Figure 1. Gate families picked out.
Drawn at 3 px/um.
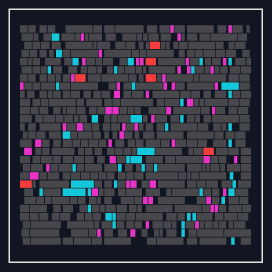
Figure 2. Where the registers sit.
Drawn at 3 px/um. Other sequential cells in the stronger gray, the rest of the logic in the fainter gray.
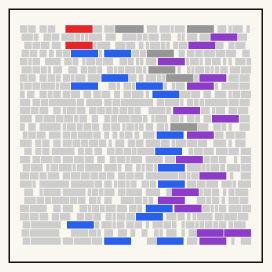
Figure 3. Routing congestion map.
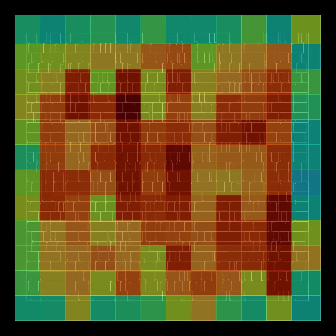
Figure 4. Layout detail.
Window x 29 to 54, y 13 to 38 um. Cells in gray, sequential cells in the stronger gray; small squares are vias.
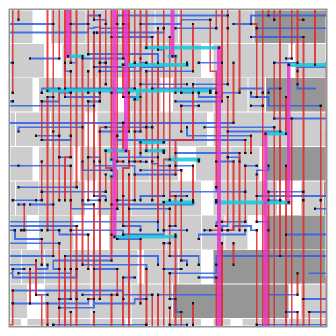
**config.mk**
```make
export PLATFORM = sky130hd
export DESIGN_NAME = cordic_argred
export DESIGN_NICKNAME = d
export VERILOG_FILES = /design/src/rtl/cordic_argred.sv
export SDC_FILE = /design/constraint.sdc
export NUM_CORES = 1
export LEC_CHECK = 0
export CORE_MARGIN = 3
export CORE_UTILIZATION = 50
export CTS_CLUSTER_SIZE = 12
export DETAILED_ROUTE_END_ITERATION = 10
export PLACE_DENSITY = 0.81
export REMOVE_ABC_BUFFERS = 1
export SLEW_MARGIN = 40
export SYNTH_ARGS = -nofsm -noshare
export SYNTH_HDL_FRONTEND = slang
export SYNTH_SLANG_ARGS = --single-unit
export TNS_END_PERCENT = 50
```
**constraint.sdc**
```tcl
create_clock -name clk -period 2.2 [get_ports clk]
set_input_delay 0.55 -clock clk [delete_from_list [all_inputs] [get_ports clk]]
set_output_delay 0.55 -clock clk [all_outputs]
set_load 0.005 [all_outputs]
```
**src/rtl/cordic_argred.sv**
```systemverilog
// Folds a full-range Q3.13 angle into [0, pi/2], drives one cordicdpath operation, and sign-corrects the cosine.
// Optional WAIT watchdog is compiled in with CORDIC_ARGRED_TIMEOUT_EN.
module cordic_argred #(
   parameter int unsigned TIMEOUT_CYCLES = 64
) (
   input  logic        clk,
   input  logic        rst_b,
   input  logic        in_valid,
   output logic        in_ready,
   input  logic [15:0] angle,
   output logic        out_valid,
   input  logic        out_ready,
   output logic [15:0] out_cos,
   output logic        out_range,
   output logic        out_err,
   output logic [15:0] cd_theta,
   output logic        cd_bgn,
   input  logic        cd_fin,
   input  logic [15:0] cd_cos
);

   localparam logic signed [16:0] PI17   = 17'sh06488;
   localparam logic signed [16:0] HALF17 = 17'sh03244;

   typedef enum logic [1:0] {S_IDLE, S_LAUNCH, S_WAIT, S_DONE} state_t;

   state_t      state;
   logic        neg_q;
   logic        range_q;

   logic signed [16:0] ang_ext, mag, clamp, red;
   logic               neg_n, range_n;
   logic [15:0]        theta_n, cos_fix;

   // 17-bit magnitude keeps |0x8000| = 0x8000 without wrapping.
   always_comb begin
      ang_ext = {angle[15], angle};
      mag     = ang_ext[16] ? -ang_ext : ang_ext;
      range_n = (mag > PI17);
      clamp   = range_n ? PI17 : mag;
      neg_n   = (clamp > HALF17);
      red     = neg_n ? (PI17 - clamp) : clamp;
      theta_n = 16'(red <<< 1);
      cos_fix = cd_cos;
      if (neg_q) begin
         cos_fix = (cd_cos == 16'h8000) ? 16'h7FFF : 16'(~cd_cos + 16'd1);
      end
   end

`ifdef CORDIC_ARGRED_TIMEOUT_EN
   localparam int unsigned CW = ($clog2(TIMEOUT_CYCLES) > 8) ? $clog2(TIMEOUT_CYCLES) : 8;
   localparam logic [CW-1:0] LIMIT = CW'(TIMEOUT_CYCLES - 1);
   logic [CW-1:0] cnt;
`else
   assign out_err = 1'b0;
`endif

   always_ff @(posedge clk or negedge rst_b) begin
      if (!rst_b) begin
         state     <= S_IDLE;
         in_ready  <= 1'b1;
         cd_bgn    <= 1'b0;
         out_valid <= 1'b0;
         cd_theta  <= '0;
         neg_q     <= 1'b0;
         range_q   <= 1'b0;
         out_cos   <= '0;
         out_range <= 1'b0;
`ifdef CORDIC_ARGRED_TIMEOUT_EN
         out_err   <= 1'b0;
         cnt       <= '0;
`endif
      end else begin
         case (state)
            S_IDLE: begin
               if (in_valid) begin
                  cd_theta <= theta_n;
                  neg_q    <= neg_n;
                  range_q  <= range_n;
                  in_ready <= 1'b0;
                  cd_bgn   <= 1'b1;
                  state    <= S_LAUNCH;
`ifdef CORDIC_ARGRED_TIMEOUT_EN
                  out_err  <= 1'b0;
`endif
               end
            end
            S_LAUNCH: begin
               cd_bgn <= 1'b0;
               state  <= S_WAIT;
`ifdef CORDIC_ARGRED_TIMEOUT_EN
               cnt    <= '0;
`endif
            end
            S_WAIT: begin
               // A result arriving on the expiry edge takes priority over the timeout.
               if (cd_fin) begin
                  out_cos   <= cos_fix;
                  out_range <= range_q;
                  out_valid <= 1'b1;
                  state     <= S_DONE;
`ifdef CORDIC_ARGRED_TIMEOUT_EN
                  out_err   <= 1'b0;
               end else if (cnt == LIMIT) begin
                  out_cos   <= '0;
                  out_range <= range_q;
                  out_err   <= 1'b1;
                  out_valid <= 1'b1;
                  state     <= S_DONE;
               end else begin
                  cnt <= cnt + 1'b1;
`endif
               end
            end
            S_DONE: begin
               if (out_ready) begin
                  out_valid <= 1'b0;
                  in_ready  <= 1'b1;
                  state     <= S_IDLE;
               end
            end
            default: state <= S_IDLE;
         endcase
      end
   end

endmodule
```
==> results_slide.txt <==
Run Summary

Synth
  – Ys cells: 363
  – Dominant Register Cell: dfrtp_1
  – Number of flops mapped to enable cells by yosys: 0
  – Yosys synthesis warning count: 0
  – Ys async rst share: 100%
  – Mux cell area share: 2.02%
  – Avg Cell Area, Syn: 8.35 sq um
  – Seq share, synth: 32.2%
  – Yosys reg bits: 39
  – Area fraction in compound gates: 26.8%
  – Main logic family: AND-OR/OR-AND gates
  – Yosys chip area: 3030 sq um
  – Post-synthesis cell count: 363

Setup path
  – Worst stage delay on the critical path: 0.56 ns
  – R2r worst-path depth: 6
  – Critical path depth: 19
  – CP max FO: 7
  – CP Capture Point: cd_theta[5]
  – CP delay by family, top: simple AND/OR/NAND/NOR gates
  – Setup CP Type: in -> reg

Routing
  – Vias: 3774
  – Uppermost layer routed: met4
  – Iter 0 DRT Violations: 212
  – Met2 routed WL: 6.23 mm
  – WL/cell: 19.6 um
  – First-pass detailed-route iteration total: 5

Timing
  – Slew headroom: 65.5%
  – Tmin final: 4.16 ns
  – Min setup slack post-route: -1.96 ns
  – Final setup fails: 33
  – Tcrit/Tclk final: 189%
  – WHS: 0.307 ns
  – Max Fclk: 0.241 GHz

Floorplan
  – FP Util: 53.4%
  – Chip Height: 83.9 um
  – Row Count: 27
  – Die W: 83.9 um

Clocking
  – Num CTS Buffers: 5
  – Hold buffer count at CTS: 0
  – CTS sink cnt: 39
  – Clk root buf: clkbuf_8

GRT
  – First-pass GRT wire length: 18.6 mm
  – Gr ovfl total: 0
  – Largest net degree at the start of global routing: 40
  – Initial antenna violation count: 0
  – Met1 Resource Use GR: 35.9%
  – Grt met3 use: 4.44%
  – Vias in the first global route: 3883

Power and ir drop
  – Clock group total power: 718 uW
  – Pwr top: combinational cells
  – Sw power: 1.77 mW
  – Leakage: 2.33 nW
  – Worst vdd ir: 0.629 mV
  – Combinational power: 2.65 mW
  – Logic pwr share: 56.5%
  – Switching portion of total power: 37.8%
  – Int Pwr: 2.91 mW
  – Pwr dens: 910 nW/um^2

Cells and area
  – Clock network area share: 2.58%
  – Registers: 39
  – Largest registers: out_cos (16), cd_theta (15), state (2)
  – Inverters: 13
  – Largest Register: out_cos
  – Final #Nets: 589
  – Area growth, synth to finish: 69.7%

Worst hold path
  – Hold Crit Class: in -> async

Place
  – Dpl cell area: 4490 sq um
  – I/O Buffers: 71
  – GP Congestion: 0.896

Status
  – Failing checks: negative setup slack
  – Status: finished, violations left

Job
  – Tool warnings: 30
Notes on Figure 1 above:
magenta -> nand cells  # cells 56
red -> mux cells  # cells 6
cyan -> nor cells  # cells 47, where spread over the die
combinational fraction of the cell area: 43.4%
Commonest Layout Cell: buf_4
Final Non-Filler Cells: 618

Notes on Figure 2 above:
purple -> out_cos  # flops 16
red -> state  # flops 2
blue -> cd_theta  # flops 15
Seq power: 1.32 mW
register area: 977 sq um

Notes on Figure 3 above:
global router's overall resource usage: 32.3%
final core occ: 90.7%
routing layer with the top usage in global route: met2

Notes on Figure 4 above:
magenta -> metal 4
red -> metal 2
blue -> metal 1
cyan -> metal 3
sequential cells in the window = 6
most frequent = buf_4 (15), nor2_1 (6), dfrtp_1 (6)
cells with their middle in the window = 62
netlist names of flops here include = cd_theta (5), out_cos (1)

metrics by stage:
stage / setup slack (ns) / power, mW / setup TNS (ns) / instances / util [%]
floorplan: -2.57 / 2.31 / -42.34 / 344 / -
global placement: -2.82 / 3.49 / -56.62 / 587 / 79.1
detailed placement: -2.96 / 3.62 / -61.13 / 587 / 79.1
CTS: -1.77 / 4.50 / -34.14 / 615 / 88.8
global route: -2.08 / 4.93 / -35.46 / 618 / 90.7
finish: -1.96 / 4.68 / -33.13 / 618 / 90.7
cell usage after synthesis (3+ instances only):
| cell | n | area [sq um] |
|---|---|---|
| a211oi_1 | 3 | 22.5 |
| a21oi_1 | 24 | 120 |
| a221oi_1 | 3 | 26.3 |
| a22o_1 | 4 | 35.0 |
| a31oi_1 | 5 | 31.3 |
| and2_1 | 7 | 43.8 |
| clkbuf_1 | 14 | 52.6 |
| dfrtp_1 | 38 | 951 |
| ha_1 | 7 | 87.6 |
| inv_1 | 13 | 48.8 |
| mux2i_1 | 5 | 50.1 |
| nand2_1 | 39 | 146 |
| nand2b_1 | 5 | 31.3 |
| nand3_1 | 6 | 30.0 |
| nand4_1 | 4 | 25.0 |
| nor2_1 | 35 | 131 |
| nor2b_1 | 5 | 31.3 |
| o211ai_1 | 5 | 37.5 |
| o21ai_0 | 26 | 130 |
| o21ai_1 | 3 | 15.0 |
| o31ai_1 | 7 | 52.6 |
| o32ai_1 | 3 | 26.3 |
| or2_2 | 4 | 25.0 |
| or3_1 | 6 | 37.5 |
| or4_1 | 3 | 22.5 |
| xnor2_1 | 16 | 140 |
| xor2_1 | 17 | 149 |
what timing repair did:
| action | 4_1_cts | 5_1_grt |
|---|---|---|
| resized | 95 | 23 |
| pin swaps | 32 | 10 |
| setup endpoints to repair | 33 | 33 |
| buffers inserted | 21 | 5 |
No activity file was given, so power comes from the tool's default toggle rates.
